**Run 1: signal wires on met3**

Scale bar: 20 um.
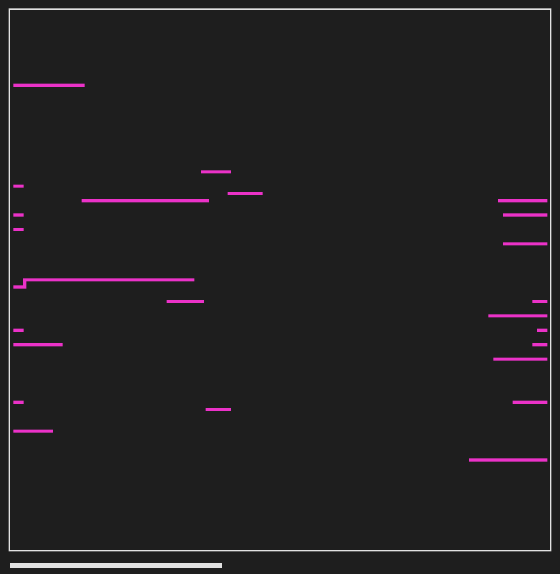
**Run 1: clock nets**

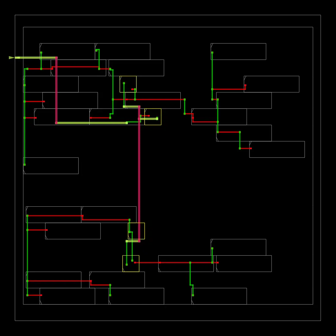
**Run 1: met1 routing**

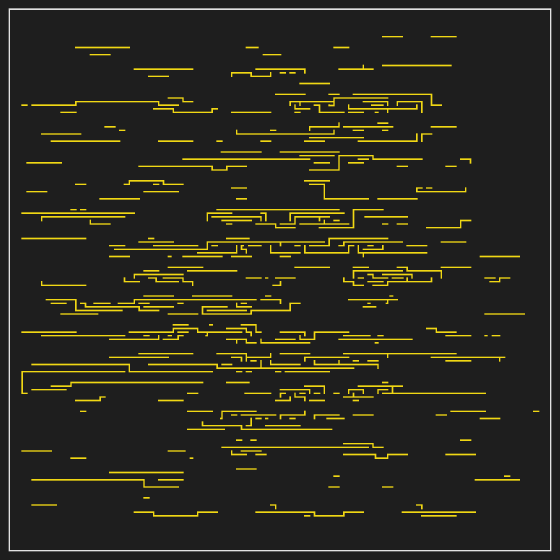
`src/rtl/async_fifo_wptr_full.sv`:
```
// Write-side pointer and full-flag generator for an async FIFO.
// Keeps binary and Gray write pointers and syncs the read Gray pointer into wclk.
module async_fifo_wptr_full #(
  parameter int unsigned ADDR_WIDTH   = 4,
  parameter int unsigned AFULL_THRESH = 14,
  parameter int unsigned SYNC_STAGES  = 2
) (
  input  logic                  wclk,
  input  logic                  wrst_n,
  input  logic                  winc,
  input  logic [ADDR_WIDTH:0]   rptr_gray_async,
  output logic                  wen,
  output logic [ADDR_WIDTH-1:0] waddr,
  output logic [ADDR_WIDTH:0]   wptr_gray,
  output logic                  wfull,
  output logic                  walmost_full,
  output logic [ADDR_WIDTH:0]   wcount,
  output logic                  wovf
);

  localparam int unsigned PW = ADDR_WIDTH + 1;
  localparam logic [PW-1:0] AfullThresh = PW'(AFULL_THRESH);

  logic [PW-1:0] wbin_q, wgray_q, wcount_q;
  logic          wfull_q, wafull_q, wovf_q;
  logic [PW-1:0] sync_q [SYNC_STAGES];

  logic [PW-1:0] rq_gray, rq_bin;
  logic [PW-1:0] wbin_d, wgray_d, wcount_d, full_gray;
  logic          wfull_d, wafull_d;

  assign rq_gray = sync_q[SYNC_STAGES-1];

  // Gray-to-binary: each binary bit is the XOR of all Gray bits at or above it.
  always_comb begin
    logic acc;
    acc    = 1'b0;
    rq_bin = '0;
    for (int i = PW - 1; i >= 0; i--) begin
      acc       = acc ^ rq_gray[i];
      rq_bin[i] = acc;
    end
  end

  always_comb begin
    wen       = winc & ~wfull_q;
    wbin_d    = wbin_q + PW'(wen);
    wgray_d   = wbin_d ^ (wbin_d >> 1);
    // Full when the write pointer is one lap ahead: top two Gray bits inverted.
    full_gray = {~rq_gray[PW-1:PW-2], rq_gray[PW-3:0]};
    wfull_d   = (wgray_d == full_gray);
    wcount_d  = wbin_d - rq_bin;
    wafull_d  = (wcount_d >= AfullThresh);
  end

  always_ff @(posedge wclk or negedge wrst_n) begin
    if (!wrst_n) begin
      wbin_q   <= '0;
      wgray_q  <= '0;
      wcount_q <= '0;
      wfull_q  <= 1'b0;
      wafull_q <= 1'b0;
      wovf_q   <= 1'b0;
      for (int i = 0; i < SYNC_STAGES; i++) sync_q[i] <= '0;
    end else begin
      wbin_q    <= wbin_d;
      wgray_q   <= wgray_d;
      wcount_q  <= wcount_d;
      wfull_q   <= wfull_d;
      wafull_q  <= wafull_d;
      wovf_q    <= wovf_q | (winc & wfull_q);
      sync_q[0] <= rptr_gray_async;
      for (int i = 1; i < SYNC_STAGES; i++) sync_q[i] <= sync_q[i-1];
    end
  end

  assign waddr        = wbin_q[ADDR_WIDTH-1:0];
  assign wptr_gray    = wgray_q;
  assign wfull        = wfull_q;
  assign walmost_full = wafull_q;
  assign wcount       = wcount_q;
  assign wovf         = wovf_q;

endmodule
```
`config.mk`:
```
export PLATFORM = sky130hd
export DESIGN_NAME = async_fifo_wptr_full
export DESIGN_NICKNAME = d
export VERILOG_FILES = /design/src/rtl/async_fifo_wptr_full.sv
export SDC_FILE = /design/constraint.sdc
export NUM_CORES = 1
export LEC_CHECK = 0
export ABC_AREA = 1
export CAP_MARGIN = 20
export CORE_UTILIZATION = 53
export DETAILED_ROUTE_END_ITERATION = 8
export PLACE_DENSITY = 0.83
export SLEW_MARGIN = 20
export SYNTH_ARGS = -nofsm -noshare
export SYNTH_HDL_FRONTEND = slang
export SYNTH_SLANG_ARGS = --single-unit
```
`constraint.sdc`:
```
create_clock -name wclk -period 6.4 [get_ports wclk]
set_clock_uncertainty 0.15 [all_clocks]
set_input_delay 0.64 -clock wclk [delete_from_list [all_inputs] [get_ports wclk]]
set_output_delay 0.64 -clock wclk [all_outputs]
set_load 0.01 [all_outputs]
```
==> results_slide.txt, run 1 <==
Flow Results at a Glance

Final timing
  – FMAX: 345 MHz
  – Hold WS: 0.215 ns
  – Slew @ Worst Pin: 0.335 ns
  – Final setup fails: 0
  – Final Hold Fails: 0
  – Slew HR: 0.777
  – Final period utilization: 0.454

Floorplanning
  – Cell Rows: 17
  – Top Ports: 26
  – Height of the die: 51.0 um

Setup path
  – Crit path max fanout: 6
  – WP data required: 6.48 ns
  – CP Data Arrival Time: 2.98 ns
  – FF-to-FF Start: rq_gray[4]

Logic synthesis
  – Mapped Nets: 153
  – YS chip area: 1270 um2
  – Mean area per synthesized cell: 9.21 um2
  – Synth area leader: dfrtp_1
  – Synth Seq Share: 0.531
  – Main flop type: dfrtp_1
  – Synth area leaders: dfrtp_1 53%, nand2_1 10%, nand3_1 9.4%, ha_1 5.9%, inv_1 5.0%
  – Post-synth EDFFs: 0

Routing
  – WL per Instance: 11.4 um
  – Via-to-Cell Ratio: 5.05
  – Residual DRC count: 0
  – Post-route ant nets: 0

Job
  – Max Cap Viol: 0

Global route
  – Vias in the first global route: 923
  – Total grt overflow: 0
  – Largest net degree at the start of global routing: 28
  – First-pass GRT wire length: 3970 um

Finish
  – Register area: 676 um2
  – Nonclk inv count: 18
  – Fillers: 174
  – Logic share of the area: 0.326
  – NonClk Buf Share: 0.163
  – Top cells excl fill/tap: 34 x nand2_1, 27 x dfrtp_1, 25 x clkdlybuf4s50_1, 24 x nand3_1, 17 x inv_1
  – Clock buf/inv share: 0.0190
  – FF+latch count: 27
  – Design Area, Final: 1580 um2
  – Ant diodes: 0

Hold path
  – Hold depth: 0

Status
  – Status: finished, final reports clean

Clock tree
  – Hold-fix buffers at CTS: 0
  – Clock buffer depth: 2

Power and ir drop
  – Power Total: 0.768 mW
  – Power per Cell Area: 485 nW/um2
## Picture notes: 'signal wires on met3'
wire length on this layer: 92.9 um
nets with wire on the layer: 21
share of all routed wire: 4.2%
main direction: horizontal
longest straight run: 15.9 um

## Picture notes: 'clock nets'
Latency at later pin: 0.33 ns
TritonCTS Buffers: 3

## Picture notes: 'met1 routing'
nets with wire on the layer: 158
longest straight run: 13.8 um
main direction: horizontal
share of all routed wire: 45%

==> run 1: power by group <==
group | internal, mW | leakage [nW] | switching [mW]
logic | 0.195 | 0.466 | 0.232
registers | 0.230 | 0.321 | 0.0387
clock network | 0.0239 | 0.0139 | 0.0488
total | 0.448 | 0.801 | 0.320
==> run 1: registers in the layout, indices dropped and copies added (netlist names) <==
register and flops:
wbin_q 5, wptr_gray 4, rq_gray 5, wfull 1
wovf 1, walmost_full 1, sync_q 5, wcount 5
==> run 1: critical path, cell delays in order <==
cell and delay (ns):
clkdlybuf4s50_1 0.48, inv_1 0.04, nor2_1 0.16, ha_1 0.27, nand2_4 0.09, nand2_1 0.08
nand2_1 0.15, ha_1 0.40, inv_1 0.08, nor2_1 0.04, o21a_1 0.16, nor2_1 0.11
xor2_1 0.20, nand2_1 0.08
==> run 1: Yosys cell counts (all sizes together) (2+ instances only) <==
cell type  instances
dfrtp             27
xor2               2
nor2               6
nand3             24
inv               18
ha                 6
o21ai              3
nand2             42
xnor2              2
==> run 1: layer usage <==
layer | global-route usage | vias up | routed length, um
li1 | - | 496 | -
met1 | 0.273 | 460 | 1010
met2 | 0.340 | 24 | 1090
met3 | 0.0417 | 5 | 92
met4 | 0.0833 | 0 | 33
met5 | 0 | - | 0
==> run 1: logic make-up (layout without fill, tap and decap cells) <==
| group | Yosys count | count (layout) | synth area share |
|---|---|---|---|
| DFF | 27 | 27 | 0.531 |
| and+or+nand+nor | 75 | 75 | 0.274 |
| buffers and inverters | 19 | 48 | 0.0620 |
| AOI/OAI and AO/OA | 6 | 6 | 0.0305 |
| adders and majority gates | 7 | 7 | 0.0748 |
| xor gates and xnor gates | 4 | 4 | 0.0276 |
## Run 2: what changed since run 1
--- a/config.mk
+++ b/config.mk
@@ -7,9 +7,9 @@
 export LEC_CHECK = 0
 export ABC_AREA = 1
 export CAP_MARGIN = 20
-export CORE_UTILIZATION = 53
+export CORE_UTILIZATION = 45
 export DETAILED_ROUTE_END_ITERATION = 8
-export PLACE_DENSITY = 0.83
+export PLACE_DENSITY = 0.75
 export SLEW_MARGIN = 20
 export SYNTH_ARGS = -nofsm -noshare
 export SYNTH_HDL_FRONTEND = slang
==> constraint.sdc (replaced) <==
create_clock -name wclk -period 2.4 [get_ports wclk]
set_clock_uncertainty 0.15 [all_clocks]
set_input_delay 0.24 -clock wclk [delete_from_list [all_inputs] [get_ports wclk]]
set_output_delay 0.24 -clock wclk [all_outputs]
set_load 0.01 [all_outputs]
==> results_slide.txt, run 2 <==
Flow Results at a Glance

Logic synthesis
  – Synth Seq Share: 0.531 (unchanged)
  – Synth area leaders: dfrtp_1 53%, nand2_1 10%, nand3_1 9.4%, ha_1 5.9%, inv_1 5.0%
  – Post-synth EDFFs: 0 (unchanged)
  – Mean area per synthesized cell: 9.21 um2 (unchanged)
  – YS chip area: 1270 um2 (unchanged)
  – Synth area leader: dfrtp_1

Final timing
  – Final setup fails: 2 (+2)
  – Final setup margin: -0.103 ns
  – Hold WS: 0.0969 ns (-0.118 ns)
  – Slew @ Worst Pin: 0.351 ns (+0.0157 ns)
  – Final period utilization: 1.04
  – Final Hold Fails: 0 (unchanged)

Power and ir drop
  – Power Total: 2.33 mW (+200%)

Status
  – Status: finished, violations left
  – Failing checks: negative setup slack

Finish
  – Top cells excl fill/tap: 30 x nand2_1, 27 x dfrtp_1, 25 x clkdlybuf4s50_1, 21 x nand3_1, 19 x buf_4
  – Ant diodes: 0 (unchanged)
  – Design Area, Final: 1800 um2 (+13%)

Routing
  – M1 wire length: 1260 um (+26%)
  – Met3 wire len: 98 um (+6.5%)
  – DR top layer: met4

Floorplanning
  – Height of the die: 55.2 um (+8.2%)
  – Top Ports: 26 (unchanged)

Clock tree
  – Latency at later pin: 0.34 ns (about the same)
  – Hold-fix buffers at CTS: 0 (unchanged)

Setup path
  – Crit path max fanout: 3 (-3)
  – Worst path cell trace: xnor2_2, or2_4, nand3_1, nand3_2, nand2_2, inv_2, ha_4, fa_2, nor2_1, o21a_1, nor2_2, xor2_2, nand2_1
  – CP Data Arrival Time: 2.61 ns (-0.37 ns)
  – WP data required: 2.50 ns (-3.98 ns)

Job
  – Max Cap Viol: 0 (unchanged)

Global route
  – Top Usage Layer GRT: met2
  – Routing usage on met1: 0.262 (-0.0104)
  – Global Route met2 Usage: 0.363 (+0.0235)
==> run 2: cell counts after synthesis <==
No cell type changed its count.
==> run 2: cell type report <==
cell class,count,share of cell area
Sequential cell,27,0.376
Multi-Input combinational cell,92,0.331
Timing Repair Buffer,44,0.219
Inverter,18,0.0376
Tap cell,30,0.0209
Clock buffer,3,0.0125
Clock inverter,1,0.00279
==> run 2: timing repair <==
action / CTS / global route
gates resized: 7 / 11
buffers inserted: 1 / 1
pin swaps: 3 / 6
endpoints found under the setup margin: 3 / 3
==> run 2: kinds of logic (layout without fill, tap and decap cells) <==
group                      after synthesis  count (layout)  synth area share
AOI/OAI and AO/OA                        6               6            0.0305
and+or+nand+nor                         75              75             0.274
xor gates and xnor gates                 4               4            0.0276
adders and majority gates                7               7            0.0748
buffers and inverters                   19              66            0.0620
DFF                                     27              27             0.531
==> run 2: worst paths after layout <==
path	startpoint	slack (ns)	end
setup / recovery	rq_gray[4]	-0.10	walmost_full
hold / removal	wrst_n	0.1	wovf
setup reg to reg	rq_gray[4]	-0.10	walmost_full
hold reg to reg	sync_q[6]	0.22	rq_gray[1]
max in group asynchronous	wrst_n	1.73	wcount[3]
min in group wclk	rptr_gray_async[3]	0.16	sync_q[8]
==> run 2: worst reg2reg max path, cell delays in order (launching register included) <==
cell and delay [ns]:
dfrtp_1 0.44, xnor2_2 0.17, or2_4 0.27, nand3_1 0.11, nand3_2 0.10, nand2_2 0.08
inv_2 0.04, ha_4 0.15, fa_2 0.34, nor2_1 0.13, o21a_1 0.16, nor2_2 0.06
xor2_2 0.15, nand2_1 0.07
==> run 2: where the power goes <==
group | internal [mW] | switching [mW] | total (mW)
clock network | 0.0628 | 0.142 | 0.205
registers | 0.612 | 0.105 | 0.717
logic | 0.703 | 0.709 | 1.41
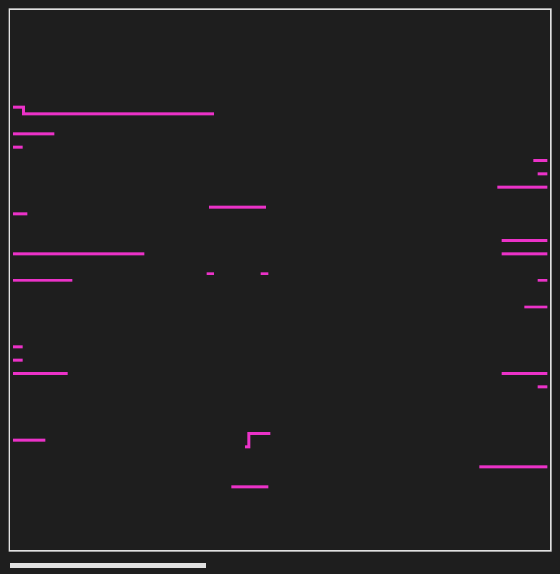
**Above:** run 2 (signal wires on met3).
Scale bar: 20 um.
DRT Wirelength: 2920 um
met3 Usage GRT: 0.0383
vias post-DR: 1079

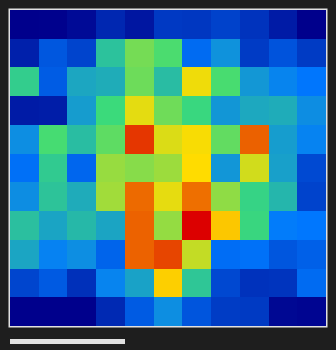
**Above:** run 2 (wire density map).
Scale bar: 20 um. 11 x 11 tiles, from dark blue (low) to red (high), scaled to the fullest tile. Values are wire area over tile area, all layers added.
nearly empty tiles: 6.6%
fullest tile: 0.41
densest ninth of the die: center
tiles over half the peak: 26%
mean over tiles: 0.15
WL per Instance: 13.6 um
GR Util All Layers: 0.212

Power figures rest on the tool's default switching activity, not on a simulated workload.
